cell_classes.png
Drawn at 1 px/um. Fill, decap, tap and diode cells in grey.
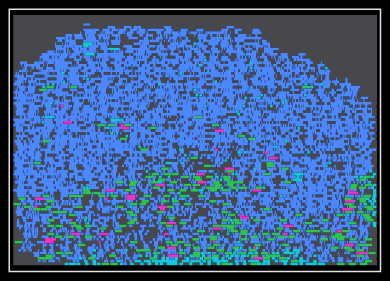
pdn.png
Drawn at 1 px/um. Pins as bars on the die edge. Tap cells in grey.
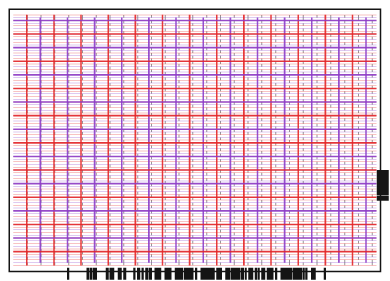
clock_map.png
Drawn at 1 px/um.
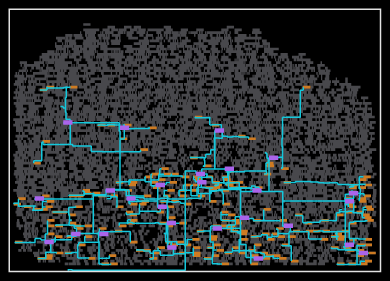
--- config.mk ---
export PLATFORM = sky130hd
export DESIGN_NAME = mdu_seq
export DESIGN_NICKNAME = d
export VERILOG_FILES = /design/src/rtl/mdu_pkg.sv /design/src/rtl/mdu_div_step.sv /design/src/rtl/mdu_seq.sv
export SDC_FILE = /design/constraint.sdc
export NUM_CORES = 2
export LEC_CHECK = 0
export CAP_MARGIN = 20
export CORE_ASPECT_RATIO = 0.7
export CORE_MARGIN = 3
export CORE_UTILIZATION = 57
export DETAILED_ROUTE_END_ITERATION = 8
export PLACE_DENSITY = 0.74
export SYNTH_ARGS = -nofsm -noshare
export SYNTH_HDL_FRONTEND = slang
export SYNTH_SLANG_ARGS = --single-unit
--- constraint.sdc ---
create_clock -name clk -period 10.8 [get_ports clk]
set_input_delay 3.24 -clock clk [delete_from_list [all_inputs] [get_ports clk]]
set_output_delay 3.24 -clock clk [all_outputs]
set_load 0.1 [all_outputs]
--- src/rtl/mdu_pkg.sv ---
// Shared encodings and sizing helpers for the multiply/divide sequencer.
package mdu_pkg;

    typedef enum logic [1:0] {
        MDU_MULT  = 2'd0,
        MDU_MULTU = 2'd1,
        MDU_DIV   = 2'd2,
        MDU_DIVU  = 2'd3
    } mdu_op_e;

    typedef enum logic [1:0] {
        S_IDLE = 2'd0,
        S_CALC = 2'd1,
        S_DONE = 2'd2
    } mdu_state_e;

    localparam int MDU_WIDTH = 32;

    // The cycle counter must hold the longer of the multiply and divide loads.
    function automatic int mdu_cnt_w(input int width, input int mul_lat);
        int n;
        n = (width > mul_lat) ? width : mul_lat;
        return (n > 2) ? $clog2(n) : 1;
    endfunction

    localparam int MDU_CNT_W = mdu_cnt_w(MDU_WIDTH, 1);

endpackage

--- src/rtl/mdu_div_step.sv ---
// One combinational radix-2 restoring division step: shift in the next
// dividend bit, trial-subtract the divisor, keep or restore the remainder.
module mdu_div_step #(
    parameter int WIDTH = 32
) (
    input  logic [WIDTH-1:0] rem,
    input  logic [WIDTH-1:0] dvd,
    input  logic [WIDTH-1:0] dvs,
    output logic [WIDTH-1:0] rem_next,
    output logic [WIDTH-1:0] dvd_next,
    output logic             q_bit
);

    logic [WIDTH:0] shifted;
    logic [WIDTH:0] diff;

    assign shifted = {rem, dvd[WIDTH-1]};
    assign diff    = shifted - {1'b0, dvs};

    // rem < dvs always holds, so a borrow shows up in the extra top bit.
    assign q_bit    = ~diff[WIDTH];
    assign rem_next = q_bit ? diff[WIDTH-1:0] : shifted[WIDTH-1:0];

    // LSB left clear; the caller packs the quotient bit into the vacated slot.
    assign dvd_next = {dvd[WIDTH-2:0], 1'b0};

endmodule

--- src/rtl/mdu_seq.sv ---
// Multi-cycle MULT/MULTU/DIV/DIVU sequencer producing HI/LO with a one-cycle strobe.
// Optional build macro MDU_DIV0_FASTPATH_EN: zero-divisor divides skip CALC.
module mdu_seq
    import mdu_pkg::*;
#(
    parameter int WIDTH   = 32,
    parameter int MUL_LAT = 1
) (
    input  logic             clk,
    input  logic             rst,
    input  logic             start,
    input  logic [1:0]       op,
    input  logic [WIDTH-1:0] src_a,
    input  logic [WIDTH-1:0] src_b,
    input  logic             cancel,
    output logic             busy,
    output logic             res_valid,
    output logic [WIDTH-1:0] res_hi,
    output logic [WIDTH-1:0] res_lo,
    output logic             div_zero
);

    localparam int CNT_W = mdu_cnt_w(WIDTH, MUL_LAT);

    mdu_state_e       state_reg, state_next;
    logic [CNT_W-1:0] cnt_reg;
    mdu_op_e          op_reg;
    logic [WIDTH-1:0] a_reg, b_reg;
    logic [WIDTH-1:0] rem_reg, dvd_reg, dvs_reg;
    logic             q_neg_reg, r_neg_reg, dvs_zero_reg;
    logic [WIDTH-1:0] res_hi_reg, res_lo_reg;
    logic             div_zero_reg;

    logic             load_op, load_res;
    logic [WIDTH-1:0] hi_next, lo_next;
    logic             dz_next;

    // Operand conditioning in the start cycle.
    logic             start_is_div, start_signed_div;
    logic             a_neg_in, b_neg_in;
    logic [WIDTH-1:0] a_mag_in, b_mag_in;

    assign start_is_div     = (op == MDU_DIV) || (op == MDU_DIVU);
    assign start_signed_div = (op == MDU_DIV);
    assign a_neg_in         = start_signed_div & src_a[WIDTH-1];
    assign b_neg_in         = start_signed_div & src_b[WIDTH-1];
    assign a_mag_in         = a_neg_in ? -src_a : src_a;
    assign b_mag_in         = b_neg_in ? -src_b : src_b;

    // Divider step on the current partial state.
    logic [WIDTH-1:0] rem_step, dvd_step;
    logic             q_step;
    logic [WIDTH-1:0] quo_step;

    mdu_div_step #(.WIDTH(WIDTH)) u_step (
        .rem      (rem_reg),
        .dvd      (dvd_reg),
        .dvs      (dvs_reg),
        .rem_next (rem_step),
        .dvd_next (dvd_step),
        .q_bit    (q_step)
    );

    assign quo_step = dvd_step | WIDTH'(q_step);

    // Product of the latched operands, sign-extended to 2*WIDTH for MULT.
    logic              op_is_div, mul_signed;
    logic [2*WIDTH-1:0] a_ext, b_ext, product;

    assign op_is_div  = (op_reg == MDU_DIV) || (op_reg == MDU_DIVU);
    assign mul_signed = (op_reg == MDU_MULT);
    assign a_ext      = {{WIDTH{mul_signed & a_reg[WIDTH-1]}}, a_reg};
    assign b_ext      = {{WIDTH{mul_signed & b_reg[WIDTH-1]}}, b_reg};
    assign product    = a_ext * b_ext;

    logic [WIDTH-1:0] q_fix, r_fix;
    assign q_fix = q_neg_reg ? -quo_step : quo_step;
    assign r_fix = r_neg_reg ? -rem_step : rem_step;

    always_comb begin
        hi_next = res_hi_reg;
        lo_next = res_lo_reg;
        dz_next = div_zero_reg;
`ifdef MDU_DIV0_FASTPATH_EN
        if (state_reg == S_IDLE) begin
            hi_next = src_a;
            lo_next = '1;
            dz_next = 1'b1;
        end else
`endif
        if (op_is_div) begin
            if (dvs_zero_reg) begin
                hi_next = a_reg;
                lo_next = '1;
                dz_next = 1'b1;
            end else begin
                hi_next = r_fix;
                lo_next = q_fix;
                dz_next = 1'b0;
            end
        end else begin
            hi_next = product[2*WIDTH-1:WIDTH];
            lo_next = product[WIDTH-1:0];
            dz_next = 1'b0;
        end
    end

    always_comb begin
        state_next = state_reg;
        busy       = 1'b0;
        load_op    = 1'b0;
        load_res   = 1'b0;
        case (state_reg)
            S_IDLE: begin
                if (start && !cancel) begin
                    busy    = 1'b1;
                    load_op = 1'b1;
`ifdef MDU_DIV0_FASTPATH_EN
                    if (start_is_div && (src_b == '0)) begin
                        state_next = S_DONE;
                        load_res   = 1'b1;
                    end else begin
                        state_next = S_CALC;
                    end
`else
                    state_next = S_CALC;
`endif
                end
            end
            S_CALC: begin
                busy = 1'b1;
                if (cancel) begin
                    state_next = S_IDLE;
                end else if (cnt_reg == '0) begin
                    state_next = S_DONE;
                    load_res   = 1'b1;
                end
            end
            // The write is already committed by the EXE handshake; cancel is ignored.
            S_DONE:  state_next = S_IDLE;
            default: state_next = S_IDLE;
        endcase
    end

    always_ff @(posedge clk) begin
        if (rst) begin
            state_reg <= S_IDLE;
        end else begin
            state_reg <= state_next;
        end
    end

    always_ff @(posedge clk) begin
        if (rst) begin
            cnt_reg      <= '0;
            op_reg       <= MDU_MULT;
            a_reg        <= '0;
            b_reg        <= '0;
            rem_reg      <= '0;
            dvd_reg      <= '0;
            dvs_reg      <= '0;
            q_neg_reg    <= 1'b0;
            r_neg_reg    <= 1'b0;
            dvs_zero_reg <= 1'b0;
            res_hi_reg   <= '0;
            res_lo_reg   <= '0;
            div_zero_reg <= 1'b0;
        end else begin
            if (load_op) begin
                a_reg        <= src_a;
                b_reg        <= src_b;
                op_reg       <= mdu_op_e'(op);
                cnt_reg      <= start_is_div ? CNT_W'(WIDTH - 1) : CNT_W'(MUL_LAT - 1);
                rem_reg      <= '0;
                dvd_reg      <= a_mag_in;
                dvs_reg      <= b_mag_in;
                q_neg_reg    <= a_neg_in ^ b_neg_in;
                r_neg_reg    <= a_neg_in;
                dvs_zero_reg <= (src_b == '0);
            end else if (state_reg == S_CALC) begin
                cnt_reg <= cnt_reg - CNT_W'(1);
                rem_reg <= rem_step;
                dvd_reg <= quo_step;
            end
            if (load_res) begin
                res_hi_reg   <= hi_next;
                res_lo_reg   <= lo_next;
                div_zero_reg <= dz_next;
            end
        end
    end

    assign res_valid = (state_reg == S_DONE);
    assign res_hi    = res_hi_reg;
    assign res_lo    = res_lo_reg;
    assign div_zero  = div_zero_reg;

endmodule
==> flow_summary_export.csv <==
group,metric,value,unit
status,status,"finished clean",
synthesis,syn_inst,6263,
synthesis,yosysChipArea,52800,um^2
clock_tree,cts_tree,"yes",
placed_design,postPlaceCellArea,55000,um^2
die,taps,1222,
final_layout,drive_above_1_share,0.0356,
final_timing,slew_violations,0,
final_layout,layout.cell_area.non_filler,56000,um^2
routing,vias,43700,
critical_path,required,11290,ps
critical_path,cp_max_fo,23,
synthesis,synthArstFlopShare,0,
routing,vias_per_cell,5.92,
synthesis,fa_ha_area_frac,0.486,
clock_tree,cts-htree-levels,1,
synthesis,most_common_cell,"inv_1",
critical_path,cp.arrival,10260,ps
critical_path,startpoint_type,"flip-flop",
global_routing,antenna_found_initial,3,
final_timing,setup_viol,0,
global_routing,first_global_vias,44200,
die,die_h,261,um
synthesis,mux_share,0.00841,
final_timing,period_needed,9770,ps
routing,drc,0,
synthesis,ys_sh_simple,0.167,
power,p_clk_frac,0.259,
die,die-area,96400,um^2
routing,routedWlPerCell,22.5,um
power,seq_power_share,0.258,
final_layout,design.seq.count,236,
Back to the opening pictures, cell_classes.png:
[all other logic] blue | cells: 5621 | share of their area: 85%
[flip-flops] green | cells: 236 | share of their area: 8.7%
[clock drivers and dummy loads] magenta | cells: 48 | share of their area: 1.7%
[other buffers and delay cells] cyan | cells: 248 | share of their area: 4.3%

Back to the opening pictures, pdn.png:
[VDD] purple
[VSS] red
met1 rails: 93
signal pins: 137
met4 straps: 26

Back to the opening pictures, clock_map.png:
[cells driving clock nets] purple | count: 26
[flip-flops] orange | count: 236
[clock wires] cyan | length: 4280 um
routed clock nets: 27

Power and IR drop assume default switching activity.
